Clock nets:
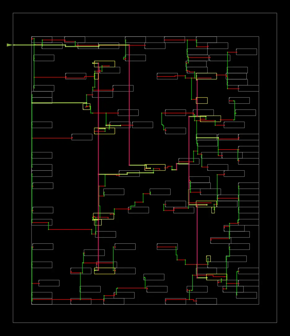
The metal 3 layer:
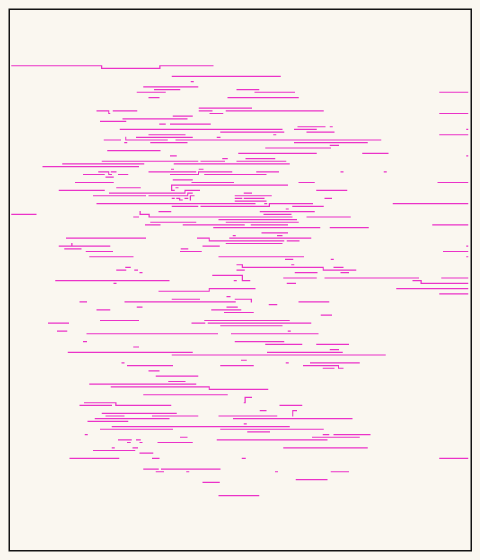
M2 wires:
Scale bar: 20 um.
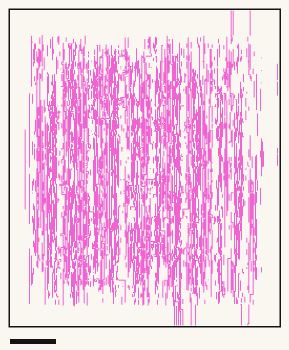
Floorplan with the power grid:
Scale bar: 20 um. Pins as bars on the die edge.
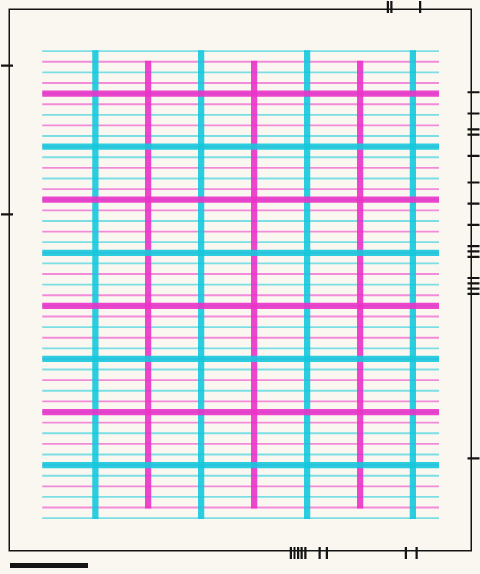
$ cat src/rtl/implication_trail.sv
// Implication trail for a DPLL-style solver: a stack of decision levels,
// each holding its decision variable and the mask of variables implied
// while that level was on top. A backtrack hands the top level's mask to
// the downstream backtrack stage and then drops the level.
module implication_trail #(
    parameter int VAR_NUM     = 8,
    parameter int VAR_NUM_LOG = 3,
    parameter int LEVEL_NUM   = 8,
    parameter int LEVEL_LOG   = 3
) (
    input  logic                   clk,
    input  logic                   rst,
    input  logic                   decide,
    input  logic [VAR_NUM_LOG-1:0] decide_var,
    input  logic                   imply_valid,
    input  logic [VAR_NUM_LOG-1:0] imply_var,
    input  logic                   backtrack_req,
    input  logic                   bt_done,
    output logic [VAR_NUM-1:0]     implication_reg,
    output logic [VAR_NUM_LOG-1:0] assign_variable,
    output logic [LEVEL_LOG-1:0]   level,
    output logic                   busy,
    output logic                   full,
    output logic                   overflow,
    output logic                   unsat
);

    typedef enum logic [1:0] {IDLE, LOAD, PRESENT, CLEAR} state_t;

    localparam logic [LEVEL_LOG-1:0] TOP_LEVEL = LEVEL_LOG'(LEVEL_NUM - 1);
    localparam logic [VAR_NUM-1:0]   ONE_BIT   = VAR_NUM'(1);

    state_t                 state, state_next;
    logic [VAR_NUM-1:0]     mask      [LEVEL_NUM];
    logic [VAR_NUM-1:0]     mask_next [LEVEL_NUM];
    logic [VAR_NUM_LOG-1:0] dvar      [LEVEL_NUM];
    logic [VAR_NUM_LOG-1:0] dvar_next [LEVEL_NUM];
    logic [VAR_NUM-1:0]     out_mask, out_mask_next;
    logic [VAR_NUM_LOG-1:0] avar_next;
    logic [LEVEL_LOG-1:0]   level_next, level_up, target;
    logic                   overflow_next, unsat_next;

    assign full            = (level == TOP_LEVEL);
    assign busy            = (state != IDLE);
    assign implication_reg = (state == PRESENT) ? out_mask : '0;
    assign level_up        = level + 1'b1;

    // State register; reset aborts any backtrack in flight.
    always_ff @(posedge clk or posedge rst) begin
        if (rst) state <= IDLE;
        else     state <= state_next;
    end

    // Next-state and datapath updates; a same-cycle implication follows a successful decide into the new level.
    always_comb begin
        state_next    = state;
        mask_next     = mask;
        dvar_next     = dvar;
        out_mask_next = out_mask;
        avar_next     = assign_variable;
        level_next    = level;
        overflow_next = overflow;
        unsat_next    = 1'b0;
        target        = level;
        case (state)
            IDLE: begin
                if (backtrack_req) begin
                    if (level != '0) state_next = LOAD;
                    else             unsat_next = 1'b1;
                end else begin
                    if (decide) begin
                        if (full) begin
                            overflow_next = 1'b1;
                        end else begin
                            level_next          = level_up;
                            target              = level_up;
                            mask_next[level_up] = '0;
                            dvar_next[level_up] = decide_var;
                        end
                    end
                    if (imply_valid)
                        mask_next[target] = mask_next[target] | (ONE_BIT << imply_var);
                end
            end
            LOAD: begin
                out_mask_next = mask[level] | (ONE_BIT << dvar[level]);
                avar_next     = dvar[level];
                state_next    = PRESENT;
            end
            PRESENT: begin
                if (bt_done) state_next = CLEAR;
            end
            CLEAR: begin
                mask_next[level] = '0;
                level_next       = level - 1'b1;
                out_mask_next    = '0;
                state_next       = IDLE;
            end
            default: state_next = IDLE;
        endcase
    end

    // Storage and output registers.
    always_ff @(posedge clk or posedge rst) begin
        if (rst) begin
            for (int i = 0; i < LEVEL_NUM; i++) begin
                mask[i] <= '0;
                dvar[i] <= '0;
            end
            out_mask        <= '0;
            assign_variable <= '0;
            level           <= '0;
            overflow        <= 1'b0;
            unsat           <= 1'b0;
        end else begin
            for (int i = 0; i < LEVEL_NUM; i++) begin
                mask[i] <= mask_next[i];
                dvar[i] <= dvar_next[i];
            end
            out_mask        <= out_mask_next;
            assign_variable <= avar_next;
            level           <= level_next;
            overflow        <= overflow_next;
            unsat           <= unsat_next;
        end
    end

endmodule

$ cat config.mk
export PLATFORM = sky130hd
export DESIGN_NAME = implication_trail
export DESIGN_NICKNAME = d
export VERILOG_FILES = /design/src/rtl/implication_trail.sv
export SDC_FILE = /design/constraint.sdc
export NUM_CORES = 1
export LEC_CHECK = 0
export ABC_AREA = 1
export CAP_MARGIN = 20
export CORE_ASPECT_RATIO = 1.2
export CORE_MARGIN = 8
export CORE_UTILIZATION = 60
export DETAILED_ROUTE_END_ITERATION = 7
export DONT_BUFFER_PORTS = 1
export GPL_TIMING_DRIVEN = 1
export MAX_ROUTING_LAYER = met4
export PLACE_DENSITY_LB_ADDON = 0.08
export SYNTH_ARGS = -nofsm -noshare
export SYNTH_HDL_FRONTEND = slang
export SYNTH_SLANG_ARGS = --single-unit
$ cat constraint.sdc
create_clock -name clk -period 5.8 [get_ports clk]
set_input_delay 1.16 -clock clk [delete_from_list [all_inputs] [get_ports clk]]
set_output_delay 1.16 -clock clk [all_outputs]
set_load 0.05 [all_outputs]
==> out/metrics.cfg <==
[cells_and_area]
fillers=1201
fin_cells=1285
syn_to_final_growth_pct=4.28
drive_gt1_share_pct=7.48
comb_area_mm2=0.00405
regArea_mm2=0.00265
stdcell_area_mm2=0.00781
layout_top_cell=nand2_1
nNetsFinal=1140
layout_top_cells=305 x nand2_1, 128 x nand3_1, 126 x inv_1, 122 x nor2_1, 106 x dfrtp_1

[clocking]
cts_resized=0
clk_path_buf_depth=2
clkSinkCount=106
cts_setup_buffers=0
clock-root-buffer=clkbuf_16
clk_pin_slew_ns=0.07
cts_max_level=3

[route]
vias_per_cell=6.17
drt.antenna.violating_nets=0
drtIter0Drc=1005
post_drt_wl_per_cell_um=20.5
first_pass_iters=6

[final_timing]
finalSetupTns_ns=0
slew_viol_final=0
fin_skew_ns=0.00582
hold_viol=0
worst_pin_slew_ns=1.08
finalSetupViolations=0
fin_crit_ns=4.15
finalClockPeriodUsage_pct=71.5

[setup_path]
end_kind=register
crit_start=level[2]$_DFFE_PP0P_
crit_chain=ha_1 > nor2_8 > nand2_2 > nand2_2 > inv_2 > nand2_1 > nand2_1 > nor2_1 > nor2_4 > nand2_1 > o21ai_1 > o21ai_0
r2r_cells=12
cpPeakStageDelay_ns=0.88
worst-setup-path-type=register to register
slowest_stage=dfrtp_1
path_max_fanout=39
worstPathArrival_ns=4.38
critPathRequiredTime_ns=6.03
endpoint=mask[14]$_DFFE_PP0P_
cp_common_cell=nand2_1
rrSetupSlack_ns=1.65

[grt]
grt_pass1_wl_mm=40.9
overflow=0
grt_start_max_net_pins=70
grt_use_total_pct=33.0
grt_pass1_vias=7214

[synthesis]
ys_cells=1142
top_area_share_pct=35.4
synthArstFlopShare_pct=100
yosysWarnings=0
syn-mean-instance-area_um2=6.56
syn-num-nets=1163
yosys-top-cells-area=dfrtp_1 35%, nand2_1 15%, nand3_1 8.6%
ys_types=36
dominantRegCellSynth=dfrtp_1
syn_inst=1142
edf_count=0
ys_area_mm2=0.00749
synth_area_mm2=0.00749
yosysTopAreaCell=dfrtp_1

[floorplanning]
fp-utilization_pct=61.5
io_pins=30
floorplan.rows=44
dieArea_mm2=0.0163

[pwr]
p_leak_nw=4.02
powerDensity_mw_per_mm2=704

[placement]
finalWeightedCongestion=1.05
dp_hpwl_mm=18.4
post_dp_cell_area_mm2=0.00754

[run_status]
status=finished clean

[worst_hold_path]
hold_path_class=register to register

[job]
max_cap_viol_count=0
tool_warnings=32

## Picture notes: 'clock nets'
clock group total power: 594 uW
total CTS buffers: 9
Skew-Pair Late Insertion Delay: 0.37 ns

## Picture notes: 'the metal 3 layer'
longest straight run = 54.5 um
wire length on this layer = 2,480 um
total wire length: 26.4 mm
met3 usage: 7.21%
routed vias: 7,925

## Picture notes: 'M2 wires'
longest straight run = 62.6 um
wire length on this layer = 12,100 um
met2 Track Usage GR: 50.1%

## Picture notes: 'floorplan with the power grid'
cyan -> VSS
magenta -> VDD
met4 straps = 7
met1 rails = 45
Peak VDD IR: 0.546 mV
core area: 0.0122 mm2
Die Ht: 138 um
die width: 118 um

==> worst min path at each step <==
stage	from	endpoint	slack [ns]	cells past startpoint
floorplan	out_mask[0]$_DFFE_PP0P_	out_mask[0]$_DFFE_PP0P_	0.45	2
global placement	out_mask[6]$_DFFE_PP0P_	out_mask[6]$_DFFE_PP0P_	0.47	2
detailed placement	out_mask[6]$_DFFE_PP0P_	out_mask[6]$_DFFE_PP0P_	0.47	2
CTS	out_mask[6]$_DFFE_PP0P_	out_mask[6]$_DFFE_PP0P_	0.48	2
global route	out_mask[2]$_DFFE_PP0P_	out_mask[2]$_DFFE_PP0P_	0.51	2
finish	out_mask[6]$_DFFE_PP0P_	out_mask[6]$_DFFE_PP0P_	0.48	2
==> area by class of cell <==
cell class	count	area share, %
inverters	151	7.31
repair buffers	8	0.769
flip-flops and latches	106	34.0
diodes	1	0.0320
clock buffers	11	3.11
clock inverters	4	0.353
well taps	161	2.58
multi-input cells	843	51.9
==> Yosys cell counts (5+ instances only) <==
library cell / instances
nor2_2: 5
buf_6: 7
nand2_2: 9
inv_1: 127
dfrtp_1: 106
buf_2: 10
o21ai_1: 30
o22ai_1: 19
o2111ai_1: 6
nor2_1: 122
a21oi_1: 99
a21boi_0: 5
o31ai_1: 17
nor2_4: 13
o21ai_0: 51
a22oi_1: 7
ha_1: 9
nand3_1: 128
clkbuf_1: 19
inv_2: 23
nand2_1: 305
==> through the flow <==
step / hold slack (ns) / util, % / worst slack, ns
floorplan: 0.449 / - / 1.85
global placement: 0.466 / 61.9 / 1.80
global route: 0.506 / 64.2 / 1.45
detailed placement: 0.466 / 61.9 / 1.79
CTS: 0.485 / 64.2 / 1.78
finish: 0.480 / 64.2 / 1.65
==> where the power goes <==
part | internal, mW | switching [mW] | total, mW
Clock | 0.302 | 0.292 | 0.594
Sequential | 1.08 | 0.332 | 1.41
Combinational | 0.965 | 2.53 | 3.49
==> per-layer routing <==
metal,share of wire (%),track usage [%],up-vias
met4,6.0,21.2,0
met3,9.4,7.21,97
met2,46,50.1,433
met5,0,-,-
met1,39,39.1,3719
li1,-,-,3676
==> worst max-delay path, delay by kind of cell, from the launching register on <==
kind            cells  cell delay, ns
simple gates        8            1.35
flops               1            0.88
fa+ha+maj           1            0.78
buf+inv             1            0.72
compound gates      2            0.25
==> kinds of logic after synthesis <==
group           Yosys count  share of synthesized area [%]
compound gates          239                           17.8
xor+xnor                  2                          0.234
fa+ha+maj                 9                           1.50
buf+inv                 193                           10.7
flops                   106                           35.4
simple gates            593                           34.4
==> flip-flops by register name (all words and copies together) (netlist names) <==
| register | count |
|---|---|
| state | 2 |
| out_mask | 8 |
| mask | 64 |
| overflow | 1 |
| level | 3 |
| unsat | 1 |
| assign_variable | 3 |
| dvar | 24 |
Power and IR drop assume default switching activity.
